### Gate families picked out, run 1

(4 px per µm)
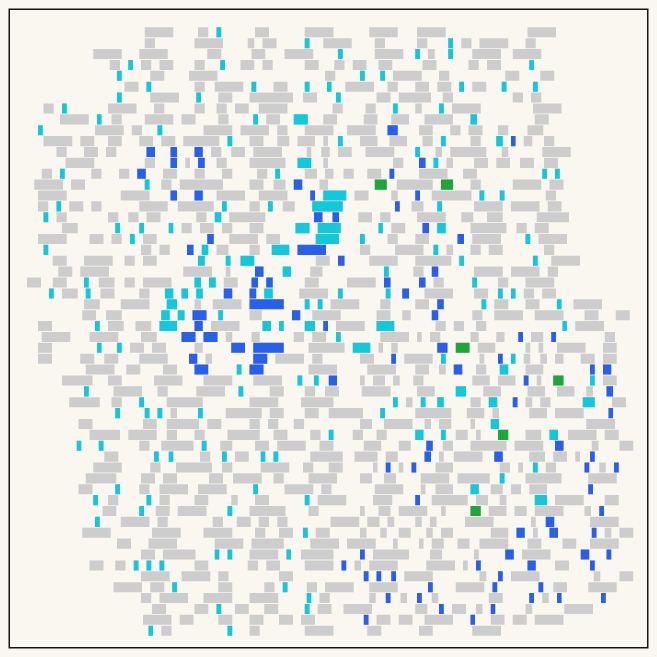
### Zoomed window, run 1

Window x 65 to 95, y 33 to 63 µm. Cells in gray, sequential cells in the stronger gray; small squares are vias.
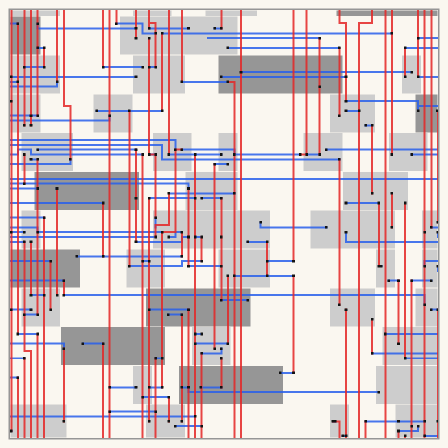
### Track usage over the die, run 1

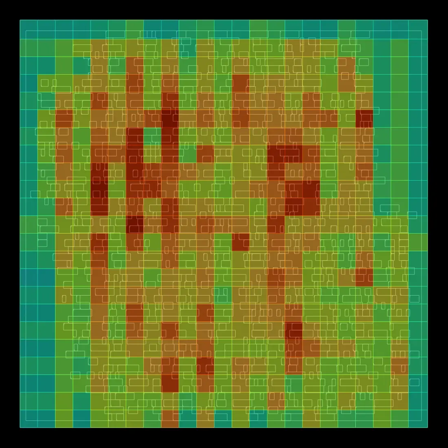
==> config.mk <==
export PLATFORM = sky130hd
export DESIGN_NAME = bnn_classifier_core_flat
export DESIGN_NICKNAME = d
export VERILOG_FILES = /design/src/rtl/bnn_classifier_core_pkg.sv /design/src/rtl/bnn_classifier_core_if.sv /design/src/rtl/bnn_weight_regs.sv /design/src/rtl/bnn_classifier_core.sv /design/src/flat_wrapper.sv
export SDC_FILE = /design/constraint.sdc
export NUM_CORES = 1
export LEC_CHECK = 0
export ABC_CLOCK_PERIOD_IN_PS = 4800
export CELL_PAD_IN_SITES_DETAIL_PLACEMENT = 2
export CELL_PAD_IN_SITES_GLOBAL_PLACEMENT = 2
export CORE_MARGIN = 2
export CORE_UTILIZATION = 34
export CTS_CLUSTER_SIZE = 10
export DETAILED_ROUTE_END_ITERATION = 12
export PLACE_DENSITY_LB_ADDON = 0.2
export SLEW_MARGIN = 25
export SYNTH_ARGS = -nofsm -noshare
export SYNTH_HDL_FRONTEND = slang
export SYNTH_SLANG_ARGS = --single-unit
==> constraint.sdc <==
create_clock -name clk -period 4.8 [get_ports clk]
set_input_delay 0.48 -clock clk [delete_from_list [all_inputs] [get_ports clk]]
set_output_delay 0.48 -clock clk [all_outputs]
set_load 0.01 [all_outputs]
==> src/rtl/bnn_classifier_core_pkg.sv <==
// Shared types, sizes and helpers for the binarised MLP classifier.
// Holds the default geometry, FSM state encoding, config-map region constants
// and the XNOR-popcount helpers used by the datapath.
package bnn_classifier_core_pkg;

   localparam int unsigned N_FEAT = 4;
   localparam int unsigned FEAT_W = 4;
   localparam int unsigned THRESH = 8;
   localparam int unsigned N_HID  = 8;
   localparam int unsigned N_CLS  = 4;
   localparam int unsigned BIAS_W = 4;
   localparam int unsigned CFG_W  = 16;

   // Config map: W_H at [0,N_HID), B_H at [BH_BASE,WO_BASE), W_O at [WO_BASE,CFG_WORDS)
   localparam int unsigned BH_BASE   = N_HID;
   localparam int unsigned WO_BASE   = 2 * N_HID;
   localparam int unsigned CFG_WORDS = 2 * N_HID + N_CLS;

   localparam int unsigned ADDR_W    = $clog2(CFG_WORDS);
   localparam int unsigned CLS_W     = $clog2(N_CLS);
   localparam int unsigned SCORE_W   = $clog2(N_HID + 1);
   localparam int unsigned HID_IDX_W = $clog2(N_HID);
   localparam int unsigned IDX_W     = (HID_IDX_W > CLS_W) ? HID_IDX_W : CLS_W;
   localparam int unsigned FPOP_W    = $clog2(N_FEAT + 1);
   localparam int unsigned SUM_W     = FPOP_W + BIAS_W + 1;

   // Widest config field actually stored; upper cfg_wdata bits are ignored
   localparam int unsigned DATA_W_0  = (N_FEAT > N_HID) ? N_FEAT : N_HID;
   localparam int unsigned DATA_W    = (DATA_W_0 > BIAS_W) ? DATA_W_0 : BIAS_W;

   typedef logic [N_FEAT-1:0] wh_t;
   typedef logic [BIAS_W-1:0] bh_t;
   typedef logic [N_HID-1:0]  wo_t;

   typedef enum logic [1:0] {
      ST_IDLE = 2'd0,
      ST_HID  = 2'd1,
      ST_OUT  = 2'd2,
      ST_DONE = 2'd3
   } state_t;

   typedef enum logic [1:0] {
      RG_WH   = 2'd0,
      RG_BH   = 2'd1,
      RG_WO   = 2'd2,
      RG_NONE = 2'd3
   } region_t;

   // Map a config address onto its register region
   function automatic region_t decode_region(input logic [ADDR_W-1:0] a);
      if (32'(a) < BH_BASE)   return RG_WH;
      if (32'(a) < WO_BASE)   return RG_BH;
      if (32'(a) < CFG_WORDS) return RG_WO;
      return RG_NONE;
   endfunction

   // Agreement count between input bits and hidden weights
   function automatic logic [FPOP_W-1:0] xnor_popcount_feat(input wh_t a, input wh_t b);
      logic [N_FEAT-1:0] m;
      logic [FPOP_W-1:0] cnt;
      m   = ~(a ^ b);
      cnt = '0;
      for (int i = 0; i < N_FEAT; i++) cnt = cnt + FPOP_W'(m[i]);
      return cnt;
   endfunction

   // Agreement count between hidden activations and output weights
   function automatic logic [SCORE_W-1:0] xnor_popcount_hid(input wo_t a, input wo_t b);
      logic [N_HID-1:0]   m;
      logic [SCORE_W-1:0] cnt;
      m   = ~(a ^ b);
      cnt = '0;
      for (int i = 0; i < N_HID; i++) cnt = cnt + SCORE_W'(m[i]);
      return cnt;
   endfunction

endpackage

==> src/rtl/bnn_classifier_core_if.sv <==
// Stream, config and result bundle of the classifier.
// master: feature packer / config host / result consumer side.
// slave : the classifier core.
interface bnn_classifier_core_if;
   import bnn_classifier_core_pkg::*;

   logic                     in_valid;
   logic                     in_ready;
   logic [N_FEAT*FEAT_W-1:0] in_feat;
   logic                     cfg_we;
   logic [ADDR_W-1:0]        cfg_addr;
   logic [CFG_W-1:0]         cfg_wdata;
   logic                     cfg_err;
   logic                     out_valid;
   logic                     out_ready;
   logic [CLS_W-1:0]         out_class;
   logic [SCORE_W-1:0]       out_score;
   logic [N_HID-1:0]         out_hidden;
   logic                     busy;

   modport master (
      output in_valid, in_feat, cfg_we, cfg_addr, cfg_wdata, out_ready,
      input  in_ready, cfg_err, out_valid, out_class, out_score, out_hidden, busy
   );

   modport slave (
      input  in_valid, in_feat, cfg_we, cfg_addr, cfg_wdata, out_ready,
      output in_ready, cfg_err, out_valid, out_class, out_score, out_hidden, busy
   );

endinterface

==> src/rtl/bnn_weight_regs.sv <==
// Runtime-programmable weight/bias register file with region decode.
// Ports: clk, rst (sync, active-high); idle/accept from the core FSM;
// cfg_we/cfg_addr/cfg_wdata write port; cfg_err one-cycle reject pulse;
// w_h/b_h/w_o register contents.
// A write landing in the same cycle as an input accept is parked and
// committed on the next idle cycle, so the running inference sees the old
// configuration.
module bnn_weight_regs
   import bnn_classifier_core_pkg::*;
(
   input  logic              clk,
   input  logic              rst,
   input  logic              idle,
   input  logic              accept,
   input  logic              cfg_we,
   input  logic [ADDR_W-1:0] cfg_addr,
   input  logic [CFG_W-1:0]  cfg_wdata,
   output logic              cfg_err,
   output wh_t               w_h [N_HID],
   output bh_t               b_h [N_HID],
   output wo_t               w_o [N_CLS]
);

   logic              pend_v_q;
   logic [ADDR_W-1:0] pend_addr_q;
   logic [DATA_W-1:0] pend_data_q;
   logic [DATA_W-1:0] wdata_c;
   region_t           new_rg_c;
   region_t           pend_rg_c;
   logic              unused_ok;

   assign wdata_c   = cfg_wdata[DATA_W-1:0];
   assign unused_ok = ^cfg_wdata[CFG_W-1:DATA_W];
   assign new_rg_c  = decode_region(cfg_addr);
   assign pend_rg_c = decode_region(pend_addr_q);

   // Register file, deferred-write slot and reject pulse
   always_ff @(posedge clk) begin
      if (rst) begin
         for (int n = 0; n < N_HID; n++) begin
            w_h[n] <= '0;
            b_h[n] <= '0;
         end
         for (int c = 0; c < N_CLS; c++) w_o[c] <= '0;
         pend_v_q    <= 1'b0;
         pend_addr_q <= '0;
         pend_data_q <= '0;
         cfg_err     <= 1'b0;
      end else begin
         cfg_err <= cfg_we && (!idle || (new_rg_c == RG_NONE));

         // Commit a parked write first so a fresh write to the same word wins
         if (pend_v_q && idle) begin
            pend_v_q <= 1'b0;
            case (pend_rg_c)
               RG_WH:   w_h[HID_IDX_W'(pend_addr_q)] <= pend_data_q[N_FEAT-1:0];
               RG_BH:   b_h[HID_IDX_W'(pend_addr_q - ADDR_W'(BH_BASE))] <= pend_data_q[BIAS_W-1:0];
               RG_WO:   w_o[CLS_W'(pend_addr_q - ADDR_W'(WO_BASE))] <= pend_data_q[N_HID-1:0];
               default: ;
            endcase
         end

         if (cfg_we && idle && (new_rg_c != RG_NONE)) begin
            if (accept) begin
               pend_v_q    <= 1'b1;
               pend_addr_q <= cfg_addr;
               pend_data_q <= wdata_c;
            end else begin
               case (new_rg_c)
                  RG_WH:   w_h[HID_IDX_W'(cfg_addr)] <= wdata_c[N_FEAT-1:0];
                  RG_BH:   b_h[HID_IDX_W'(cfg_addr - ADDR_W'(BH_BASE))] <= wdata_c[BIAS_W-1:0];
                  RG_WO:   w_o[CLS_W'(cfg_addr - ADDR_W'(WO_BASE))] <= wdata_c[N_HID-1:0];
                  default: ;
               endcase
            end
         end
      end
   end

endmodule

==> src/rtl/bnn_classifier_core.sv <==
// Binarised MLP classifier: thresholded features -> sign hidden layer ->
// popcount class scores -> argmax, evaluated one neuron per cycle.
// Ports: clk, rst (sync, active-high); bus (slave) carrying the input
// stream, config write port, result stream and busy flag.
module bnn_classifier_core
   import bnn_classifier_core_pkg::*;
(
   input  logic                  clk,
   input  logic                  rst,
   bnn_classifier_core_if.slave  bus
);

   state_t             state_q, state_d;
   logic               accept_c, last_hid_c, last_cls_c;
   logic [N_FEAT-1:0]  bin_x_c, x_q;
   logic [N_HID-1:0]   h_q;
   logic [IDX_W-1:0]   idx_q;
   logic [SUM_W-1:0]   hid_sum_c;
   logic [SCORE_W-1:0] out_pop_c, best_score_q;
   logic [CLS_W-1:0]   best_cls_q;

   logic               in_ready_q, busy_q, out_valid_q;
   logic [CLS_W-1:0]   out_class_q;
   logic [SCORE_W-1:0] out_score_q;
   logic [N_HID-1:0]   out_hidden_q;

   wh_t w_h [N_HID];
   bh_t b_h [N_HID];
   wo_t w_o [N_CLS];

   bnn_weight_regs u_regs (
      .clk       (clk),
      .rst       (rst),
      .idle      (state_q == ST_IDLE),
      .accept    (accept_c),
      .cfg_we    (bus.cfg_we),
      .cfg_addr  (bus.cfg_addr),
      .cfg_wdata (bus.cfg_wdata),
      .cfg_err   (bus.cfg_err),
      .w_h       (w_h),
      .b_h       (b_h),
      .w_o       (w_o)
   );

   assign bus.in_ready   = in_ready_q;
   assign bus.busy       = busy_q;
   assign bus.out_valid  = out_valid_q;
   assign bus.out_class  = out_class_q;
   assign bus.out_score  = out_score_q;
   assign bus.out_hidden = out_hidden_q;

   // Binarise features and evaluate the currently indexed neurons
   always_comb begin
      wh_t wh_sel;
      bh_t bh_sel;
      logic [FPOP_W-1:0] fpop;
      bin_x_c = '0;
      for (int i = 0; i < N_FEAT; i++)
         bin_x_c[i] = bus.in_feat[i*FEAT_W +: FEAT_W] >= FEAT_W'(THRESH);
      wh_sel     = w_h[HID_IDX_W'(idx_q)];
      bh_sel     = b_h[HID_IDX_W'(idx_q)];
      fpop       = xnor_popcount_feat(x_q, wh_sel);
      // Zero-extended popcount plus sign-extended bias; MSB is the sign
      hid_sum_c  = {{(SUM_W-FPOP_W){1'b0}}, fpop} + {{(SUM_W-BIAS_W){bh_sel[BIAS_W-1]}}, bh_sel};
      out_pop_c  = xnor_popcount_hid(h_q, w_o[CLS_W'(idx_q)]);
      last_hid_c = (idx_q == IDX_W'(N_HID - 1));
      last_cls_c = (idx_q == IDX_W'(N_CLS - 1));
   end

   // State register
   always_ff @(posedge clk) begin
      if (rst) state_q <= ST_IDLE;
      else     state_q <= state_d;
   end

   // Next-state logic
   always_comb begin
      state_d  = state_q;
      accept_c = 1'b0;
      case (state_q)
         ST_IDLE: if (bus.in_valid && in_ready_q) begin
            accept_c = 1'b1;
            state_d  = ST_HID;
         end
         ST_HID:  if (last_hid_c) state_d = ST_OUT;
         ST_OUT:  if (last_cls_c) state_d = ST_DONE;
         ST_DONE: if (out_valid_q && bus.out_ready) state_d = ST_IDLE;
         default: state_d = ST_IDLE;
      endcase
   end

   // Datapath and registered outputs
   always_ff @(posedge clk) begin
      if (rst) begin
         in_ready_q   <= 1'b1;
         busy_q       <= 1'b0;
         out_valid_q  <= 1'b0;
         out_class_q  <= '0;
         out_score_q  <= '0;
         out_hidden_q <= '0;
         x_q          <= '0;
         h_q          <= '0;
         idx_q        <= '0;
         best_score_q <= '0;
         best_cls_q   <= '0;
      end else begin
         in_ready_q <= (state_d == ST_IDLE);
         busy_q     <= (state_d != ST_IDLE);
         case (state_q)
            ST_IDLE: if (accept_c) begin
               x_q   <= bin_x_c;
               h_q   <= '0;
               idx_q <= '0;
            end
            ST_HID: begin
               h_q[HID_IDX_W'(idx_q)] <= ~hid_sum_c[SUM_W-1];
               idx_q <= last_hid_c ? '0 : idx_q + IDX_W'(1);
            end
            ST_OUT: begin
               // Strict greater-than keeps the lowest index on ties
               if ((idx_q == '0) || (out_pop_c > best_score_q)) begin
                  best_score_q <= out_pop_c;
                  best_cls_q   <= CLS_W'(idx_q);
               end
               idx_q <= last_cls_c ? '0 : idx_q + IDX_W'(1);
            end
            ST_DONE: begin
               if (!out_valid_q) begin
                  out_valid_q  <= 1'b1;
                  out_class_q  <= best_cls_q;
                  out_score_q  <= best_score_q;
                  out_hidden_q <= h_q;
               end else if (bus.out_ready) begin
                  out_valid_q  <= 1'b0;
               end
            end
            default: ;
         endcase
      end
   end

endmodule

==> src/flat_wrapper.sv <==
// flat-port wrapper written by rule: the top's interface ports become plain ports
module bnn_classifier_core_flat import bnn_classifier_core_pkg::*;
  (clk, rst, bus_in_valid, bus_in_feat, bus_cfg_we, bus_cfg_addr, bus_cfg_wdata, bus_out_ready, bus_in_ready, bus_cfg_err, bus_out_valid, bus_out_class, bus_out_score, bus_out_hidden, bus_busy);
  bnn_classifier_core_if bus_i ();
  input  logic clk;
  input  logic rst;
  input wire logic [$bits(bus_i.in_valid)-1:0] bus_in_valid;
  input wire logic [$bits(bus_i.in_feat)-1:0] bus_in_feat;
  input wire logic [$bits(bus_i.cfg_we)-1:0] bus_cfg_we;
  input wire logic [$bits(bus_i.cfg_addr)-1:0] bus_cfg_addr;
  input wire logic [$bits(bus_i.cfg_wdata)-1:0] bus_cfg_wdata;
  input wire logic [$bits(bus_i.out_ready)-1:0] bus_out_ready;
  output wire logic [$bits(bus_i.in_ready)-1:0] bus_in_ready;
  output wire logic [$bits(bus_i.cfg_err)-1:0] bus_cfg_err;
  output wire logic [$bits(bus_i.out_valid)-1:0] bus_out_valid;
  output wire logic [$bits(bus_i.out_class)-1:0] bus_out_class;
  output wire logic [$bits(bus_i.out_score)-1:0] bus_out_score;
  output wire logic [$bits(bus_i.out_hidden)-1:0] bus_out_hidden;
  output wire logic [$bits(bus_i.busy)-1:0] bus_busy;
  assign bus_i.in_valid = bus_in_valid;
  assign bus_i.in_feat = bus_in_feat;
  assign bus_i.cfg_we = bus_cfg_we;
  assign bus_i.cfg_addr = bus_cfg_addr;
  assign bus_i.cfg_wdata = bus_cfg_wdata;
  assign bus_i.out_ready = bus_out_ready;
  assign bus_in_ready = bus_i.in_ready;
  assign bus_cfg_err = bus_i.cfg_err;
  assign bus_out_valid = bus_i.out_valid;
  assign bus_out_class = bus_i.out_class;
  assign bus_out_score = bus_i.out_score;
  assign bus_out_hidden = bus_i.out_hidden;
  assign bus_busy = bus_i.busy;
  bnn_classifier_core u_core (.clk(clk), .rst(rst), .bus(bus_i));
endmodule
==> results_dict.tcl, run 1 <==
# flow metrics
set metrics [dict create \
    postCtsHoldBufs 0 \
    drt-total-wl_um 27400 \
    comb_cells 634 \
    wl_met1_um 12600 \
    fp.dieW_um 159 \
    grt_max_degree 88 \
    cp_num_buf_inv 2 \
    synth_top_area_share 0.369 \
    crit_family "adder cells" \
    yosysCellCount 879 \
    crit_path_start "u_core.idx_q[0]$_SDFFE_PP0P_" \
    reg2reg_slack_ns 0.20 \
    ys_sh_mux 0.192 \
    switching_power_mw 0.750 \
    holdWs_ns 0.458 \
    ff_count 151 \
    synth_cells 879 \
    warnings 53 \
    grt_antenna_before_repair 0 \
    cts_setup_buffers 0 \
    grtUsageMet1 0.285 \
    top_logic_kind "multiplexers" \
    r2r-start "u_core.idx_q[0]$_SDFFE_PP0P_" \
    swShare 0.260 \
    crit_cells 15 \
    rr_worst_depth 15 \
    area_growth_pct 14.3 \
    flop_cell "dfxtp_1" \
    post-place-cells 1184 \
    post_dp_cell_area_mm2 0.00875 \
    final_cell_mix "146 x dfxtp_1, 128 x nor2_1, 122 x mux2i_1, 91 x a211oi_1, 44 x nand2_1" \
    p_per_area_mw_per_mm2 308 \
    syn_avg_cell_area_um2 9.32 \
    buf_share 0.0520 \
    worst_path_max_delay_cell "fa_1" \
    outcome "finished, final reports clean" \
    max_stage_delay_ns 0.56 \
    path_class "reg2reg" \
    synth_flops 151 \
    pwr-share-comb 0.086 \
    dp_hpwl_um 18700 \
    intPower_mw 2.14 \
    seq_power_mw 1.30 \
    r2r_end "u_core.best_score_q[0]$_SDFFE_PP0P_" \
    gr-usage-met2 0.382 \
    nFillCells 2576 \
    nClkBuffers 19 \
    num_rows 56 \
    ys_seq_frac 0.369 \
    ant_nets 0 \
    htree_levels 4 \
    wl_per_cell_um 22.6 \
    ys_sh_aoi 0.152 \
    critPathCaptureType "flip-flop" \
    simple_gate_area_frac 0.177 \
    start_kind "flip-flop" \
    p_clk_frac 0.463 \
    pre_cts_ws_ns 0.0598 \
    yosysUniqueCellTypes 59 \
    synthAdderAreaFrac 0.0443 \
    final_nets 952 \
    worst_slack_ns 0.198 \
    path_cells "mux4_2 > xnor2_2 > ha_1 > inv_1 > fa_1 > fa_1 > fa_2 > fa_1 > inv_2 > ha_4 > nor2b_2 > o211ai_1 > a21oi_2 > o21a_1 > mux2_2" \
    period_used_share 0.959 \
    gr-max-usage-layer "met2" \
    period_needed_ns 4.60 \
    fp_util 0.348 \
    top_power_group "the clock network" \
    coreArea_mm2 0.0235 \
    grt_remaining_overflow 0 \
    largestClassByArea "combinational gates" \
    first_iter_violations 370 \
    p_leak_nw 3.56 \
    mi_logic_area_mm2 0.00477 \
    ys_chip_area_mm2 0.00820 \
    n_tap_cell 319 \
    hp-start "u_core.best_score_q[1]$_SDFFE_PP0P_" \
    critPathArrivalTime_ns 4.92 \
    dieArea_mm2 0.0254 \
    die_h_um 159 \
    finClkSkew_ns 0.0117 \
    slew_headroom 0.380 \
    holdPathEnd "u_core.bus.out_score[1]$_SDFFE_PP0P_" \
    buffers 53 \
    rsz0062_at_grt "no" \
    critPathMostFrequentCell "fa_1" \
    dr_wl_met3_um 641 \
    drc 0 \
    clkSinkCount 151 \
    top_cells_by_count "151 x dfxtp_1, 128 x nor2_1, 122 x mux2i_1" \
    finalSetupViolCount 0 \
    setup_tns_ns 0 \
    finalMaxSlewViolations 0 \
    port_buffers 39 \
    hold_viol_final 0 \
    hold_path.class "reg2reg" \
    endpoint "u_core.best_score_q[0]$_SDFFE_PP0P_" \
    cts_root_buf "clkbuf_16" \
    final_util 0.398 \
    max_freq_mhz 217 \
    finalNonFillerCells 1215 \
    routed_via_density 5.57 \
    top_layer "met4" \
    final_area_mm2 0.00936 \
    ctsResizeCount 0 \
    final-clk-cell-share 0.0611 \
    finalPower_mw 2.89 \
    drive_above_1_share 0.126 \
    synth_area_mm2 0.00820 \
    clk_pin_slew_ns 0.06 \
    cts_tree "yes" \
    first_global_vias 7493 \
    drtPass1Iterations 4 \
    powerClk_mw 1.34 \
    cp_max_fo 5 \
    place_congestion 0.805 \
    async_reset_ff_frac 0 \
    clk_latency_ns 0.43 \
    powerComb_mw 0.249 \
    holdPathStages 2 \
]
About 'Gate families picked out':
family	color	cells	most used
NOR gates	cyan	168	nor2_1
AND-OR and OR-AND gates	green	6	o21a_1
NAND gates	blue	101	nand2_1
most common logic cell in the routed design: dfxtp_1
Comb/total area: 0.510

About 'Zoomed window':
layer	color
metal 2	red
metal 1	blue
sequential cells in the window	6
cells with their middle in the window	37
netlist names of flops here include	u_core.u_regs.w_o (5), u_core.idx_q (1)
most frequent	mux2i_1 (5), buf_4 (5), dfxtp_1 (5)

About 'Track usage over the die':
GR Layer Usage met3: 0.0250
total track usage: 0.220

==> run 1 -> run 2 <==
--- a/config.mk
+++ b/config.mk
@@ -8,12 +8,14 @@
 export ABC_CLOCK_PERIOD_IN_PS = 4800
 export CELL_PAD_IN_SITES_DETAIL_PLACEMENT = 2
 export CELL_PAD_IN_SITES_GLOBAL_PLACEMENT = 2
+export CORE_ASPECT_RATIO = 1.1
 export CORE_MARGIN = 2
-export CORE_UTILIZATION = 34
+export CORE_UTILIZATION = 35
+export CTS_BUF_LIST = sky130_fd_sc_hd__clkbuf_4
 export CTS_CLUSTER_SIZE = 10
 export DETAILED_ROUTE_END_ITERATION = 12
 export PLACE_DENSITY_LB_ADDON = 0.2
-export SLEW_MARGIN = 25
+export SLEW_MARGIN = 40
 export SYNTH_ARGS = -nofsm -noshare
 export SYNTH_HDL_FRONTEND = slang
 export SYNTH_SLANG_ARGS = --single-unit
### Signal wires on met4, run 2

(3 px per µm) Supply wires on this layer in gray.
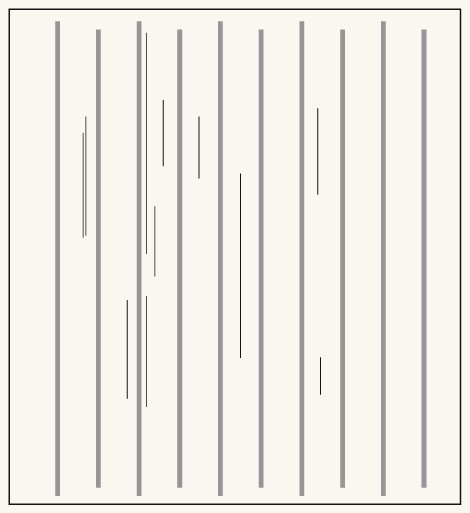
longest straight run	73.4 µm
share of all routed wire	1.4%
Routed WL: 27400 µm
via count: 6812

### Track usage over the die, run 2

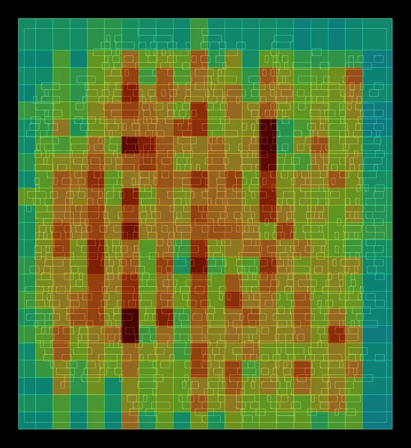
met2 Usage GRT: 0.435
DR WL/cell: 22.8 µm

==> run 2 against run 1 <==
First-iteration DRC count down 30%. Clock skew up 0.013 ns. Register-to-register slack worse by 0.08 ns. Combinational power about the same. Count of clock-buffer cells in the layout down 2. Global-route usage up 1.0 points. Critical endpoint is now u_core.best_score_q[3]$_SDFFE_PP0P_. Setup slack worse by 0.081 ns. Area after synthesis unchanged. Sequential share of layout area up 0.85 points. Clock power down 32%. Largest power group is now sequential cells. Via count up 0.72%. Fmax down 1.7%.
==> results_dict.tcl, run 2 <==
# flow metrics
set metrics [dict create \
    outcome "finished, final reports clean" \
    synth_cells 879 \
    pre_cts_ws_ns -0.0911 \
    p_leak_nw 3.47 \
    critPathMostFrequentCell "fa_1" \
    dp_hpwl_um 19200 \
    dr_wl_met3_um 601 \
    yosysUniqueCellTypes 59 \
    grt_remaining_overflow 0 \
    powerClk_mw 0.914 \
    first_iter_violations 260 \
    coreArea_mm2 0.0229 \
    seq_power_mw 1.30 \
    drtPass1Iterations 5 \
    crit_path_start "u_core.idx_q[0]$_SDFFE_PP0P_" \
    crit_family "adder cells" \
    r2r_end "u_core.best_score_q[3]$_SDFFE_PP0P_" \
    worst_path_max_delay_cell "fa_1" \
    path_class "reg2reg" \
    cts_tree "yes" \
    ctsResizeCount 2 \
    ys_seq_frac 0.369 \
    final-clk-cell-share 0.0352 \
    synth_top_area_share 0.369 \
    drc 0 \
    buf_share 0.0575 \
    port_buffers 39 \
    cp_num_buf_inv 3 \
    ff_count 151 \
    wl_met1_um 11900 \
    holdPathStages 2 \
    switching_power_mw 0.727 \
    drive_above_1_share 0.133 \
    top_cells_by_count "151 x dfxtp_1, 128 x nor2_1, 122 x mux2i_1" \
    htree_levels 4 \
    syn_avg_cell_area_um2 9.32 \
    start_kind "flip-flop" \
    largestClassByArea "combinational gates" \
    die_h_um 164 \
    post_dp_cell_area_mm2 0.00876 \
    fp.dieW_um 150 \
    layout_top_cell "dfxtp_1" \
    num_rows 58 \
    grt_antenna_before_repair 1 \
    clkSinkCount 151 \
    grtUsageMet1 0.271 \
    async_reset_ff_frac 0 \
    first_global_vias 7611 \
    postCtsHoldBufs 0 \
    top_layer "met4" \
    max_freq_mhz 214 \
    hp-start "rst" \
    clk_latency_ns 0.59 \
    p_clk_frac 0.371 \
    crit_cells 16 \
    ant_nets 0 \
    pwr-share-comb 0.101 \
    final_util 0.398 \
    rsz0062_at_grt "yes" \
    top_logic_kind "multiplexers" \
    intPower_mw 1.74 \
    finClkSkew_ns 0.0248 \
    critPathArrivalTime_ns 5.19 \
    top_power_group "sequential cells" \
    synth_flops 151 \
    nFillCells 2541 \
    cp_max_fo 5 \
    cts_root_buf "clkbuf_4" \
    ys_sh_aoi 0.152 \
    comb_cells 634 \
    nClkBuffers 17 \
    holdWs_ns 0.352 \
    clk_pin_slew_ns 0.16 \
    final_nets 956 \
    setup_tns_ns 0 \
    critPathCaptureType "flip-flop" \
    finalPower_mw 2.46 \
]
### Zoomed window, run 2

Window x 60 to 90, y 34 to 64 µm. Cells in gray, sequential cells in the stronger gray; small squares are vias.
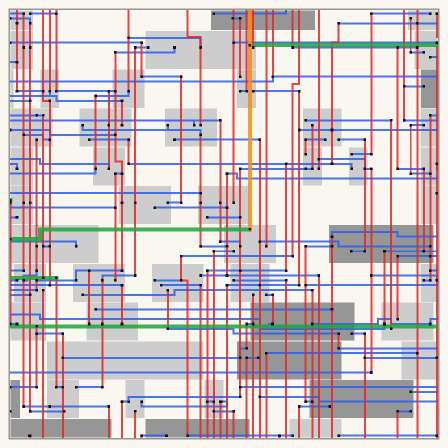
layer	color
metal 3	green
metal 2	red
metal 4	orange
metal 1	blue
most frequent	nand3_2 (7), nor2_1 (7), dfxtp_1 (7)
cells with their middle in the window	39
netlist names of flops here include	u_core.u_regs.w_o (5), u_core.u_regs.pend_addr_q (1)
sequential cells in the window	7

==> run 2 -> run 3 <==
--- a/config.mk
+++ b/config.mk
@@ -9,11 +9,11 @@
 export CELL_PAD_IN_SITES_DETAIL_PLACEMENT = 2
 export CELL_PAD_IN_SITES_GLOBAL_PLACEMENT = 2
 export CORE_ASPECT_RATIO = 1.1
-export CORE_MARGIN = 2
 export CORE_UTILIZATION = 35
 export CTS_BUF_LIST = sky130_fd_sc_hd__clkbuf_4
 export CTS_CLUSTER_SIZE = 10
 export DETAILED_ROUTE_END_ITERATION = 12
+export HOLD_SLACK_MARGIN = 0.1
 export PLACE_DENSITY_LB_ADDON = 0.2
 export SLEW_MARGIN = 40
 export SYNTH_ARGS = -nofsm -noshare
### Routed metal per tile, run 3

(2 px per µm) 30 x 32 tiles, from white (low) to dark blue (high), scaled to the fullest tile. Values are wire area over tile area, all layers added.
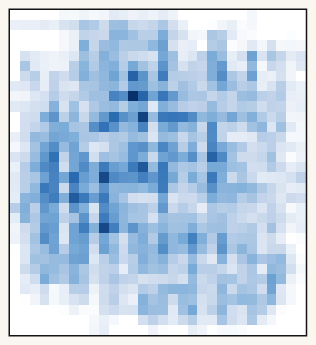
fullest tile	0.60
mean over tiles	0.17
nearly empty tiles	11%
tiles over half the peak	14%
Routed WL: 27400 µm
total track usage: 0.235

### Signal wires on met4, run 3

(3 px per µm) Supply wires on this layer in gray.
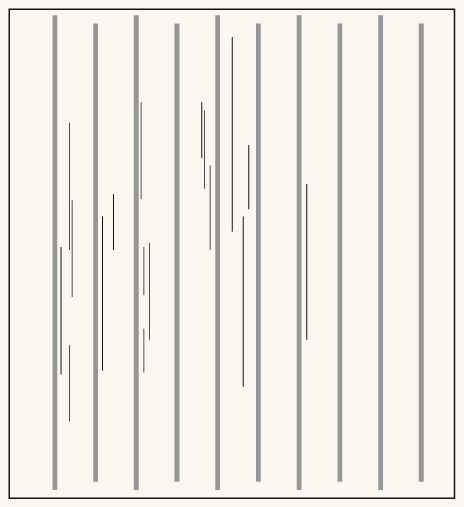
main direction	vertical
nets with wire on the layer	15
longest straight run	64.6 µm
share of all routed wire	2.1%
via count: 6784

==> run 3 against run 2 <==
Area after synthesis unchanged. Utilization fell by 0.21 points. Flip-flop count is the same. Wire length about the same. First-iteration DRC count shrank 14%. Hold slack better by 0.11 ns. Largest power group unchanged.
==> results_dict.tcl, run 3 <==
# flow metrics
set metrics [dict create \
    outcome "finished, final reports clean" \
    port_buffers 39 \
    comb_share 0.528 \
    flop_cell "dfxtp_1" \
    syn_avg_cell_area_um2 9.32 \
    synth_area_mm2 0.00820 \
    start_kind "flip-flop" \
    buf_share 0.0562 \
    area_growth_pct 10.8 \
    coreArea_mm2 0.0229 \
    ys_sh_mux 0.192 \
    warnings 54 \
    first_iter_violations 223 \
    final_cell_mix "146 x dfxtp_1, 128 x nor2_1, 122 x mux2i_1, 91 x a211oi_1, 44 x nand2_1" \
    holdPathStages 2 \
    path_cells "mux4_2 > xnor2_2 > ha_1 > inv_2 > fa_1 > fa_1 > fa_2 > fa_1 > inv_2 > ha_4 > nor2b_4 > o211ai_1 > a21oi_2 > o21a_2 > buf_6 > mux2i_1" \
    yosysCellCount 879 \
    gr-max-usage-layer "met2" \
    r2r_end "u_core.best_cls_q[1]$_SDFFE_PP0P_" \
    intPower_mw 1.67 \
    period_used_share 0.982 \
    buffers 57 \
    setup_tns_ns 0 \
    gr-usage-met2 0.424 \
    largestClassByArea "combinational gates" \
    clk_latency_ns 0.56 \
    worst_slack_ns 0.0865 \
    powerComb_mw 0.251 \
    die_h_um 162 \
    pwr-share-comb 0.107 \
    top_logic_kind "multiplexers" \
    top_power_group "sequential cells" \
    async_reset_ff_frac 0 \
    p_clk_frac 0.342 \
    yosysUniqueCellTypes 59 \
    max_freq_mhz 212 \
    worst_path_max_delay_cell "fa_1" \
    pre_cts_ws_ns -0.184 \
    max_stage_delay_ns 0.57 \
    critPathCaptureType "flip-flop" \
    dp_hpwl_um 19100 \
    hp-start "u_core.bus.out_hidden[7]$_SDFFE_PP0P_" \
    finalNonFillerCells 1201 \
    mi_logic_area_mm2 0.00479 \
    post-place-cells 1166 \
    drc 0 \
    reg2reg_slack_ns 0.09 \
    synth_cells 879 \
    finalMaxSlewViolations 0 \
    nFillCells 2551 \
    crit_cells 16 \
    ys_seq_frac 0.369 \
    comb_cells 634 \
    switching_power_mw 0.686 \
    fp_util 0.357 \
    wl_per_cell_um 22.8 \
    first_global_vias 7592 \
    fp.dieW_um 148 \
    top_cells_by_count "151 x dfxtp_1, 128 x nor2_1, 122 x mux2i_1" \
    r2r-start "u_core.idx_q[0]$_SDFFE_PP0P_" \
    grt_remaining_overflow 0 \
    seq_power_mw 1.30 \
    n_tap_cell 300 \
    io-pin-count 60 \
    grtUsageMet1 0.285 \
    dieArea_mm2 0.0240 \
    endpoint "u_core.best_cls_q[1]$_SDFFE_PP0P_" \
    num_rows 58 \
    crit_family "adder cells" \
    cp_max_fo 5 \
    ys_sh_aoi 0.152 \
    synth_top_area_share 0.369 \
    synthAdderAreaFrac 0.0443 \
    post_dp_cell_area_mm2 0.00874 \
    p_per_area_mw_per_mm2 260 \
    routed_via_density 5.65 \
    final-clk-cell-share 0.0292 \
    ys_chip_area_mm2 0.00820 \
    ctsResizeCount 4 \
    critPathMostFrequentCell "fa_1" \
    path_class "reg2reg" \
    htree_levels 4 \
    finClkSkew_ns 0.0241 \
    nClkBuffers 18 \
    p_leak_nw 3.47 \
    met3_usage 0.0367 \
    final_nets 956 \
    synth_flops 151 \
    powerClk_mw 0.808 \
    drive_above_1_share 0.133 \
    critPathArrivalTime_ns 5.18 \
    place_congestion 0.797 \
    postCtsHoldBufs 0 \
    final_util 0.396 \
    simple_gate_area_frac 0.177 \
    grt_antenna_before_repair 1 \
    hold_path.class "reg2reg" \
    final_area_mm2 0.00908 \
    slew_headroom 0.469 \
]
### Zoomed window, run 3

Window x 59 to 89, y 34 to 64 µm. Cells in gray, sequential cells in the stronger gray; small squares are vias.
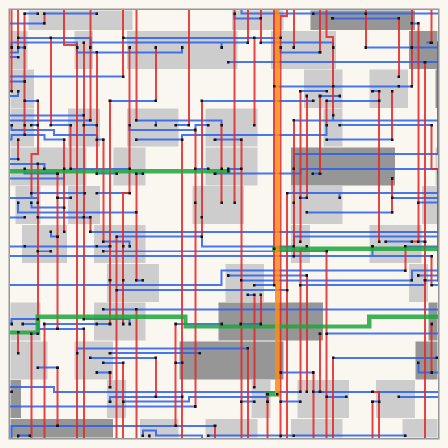
layer	color
metal 3	green
metal 4	orange
metal 1	blue
metal 2	red
netlist names of flops here include	u_core.u_regs.w_o (4)
sequential cells in the window	5
most frequent	nand3_2 (7), mux2i_1 (7), nor2_1 (6)
cells with their middle in the window	45

Power and IR drop assume default switching activity.
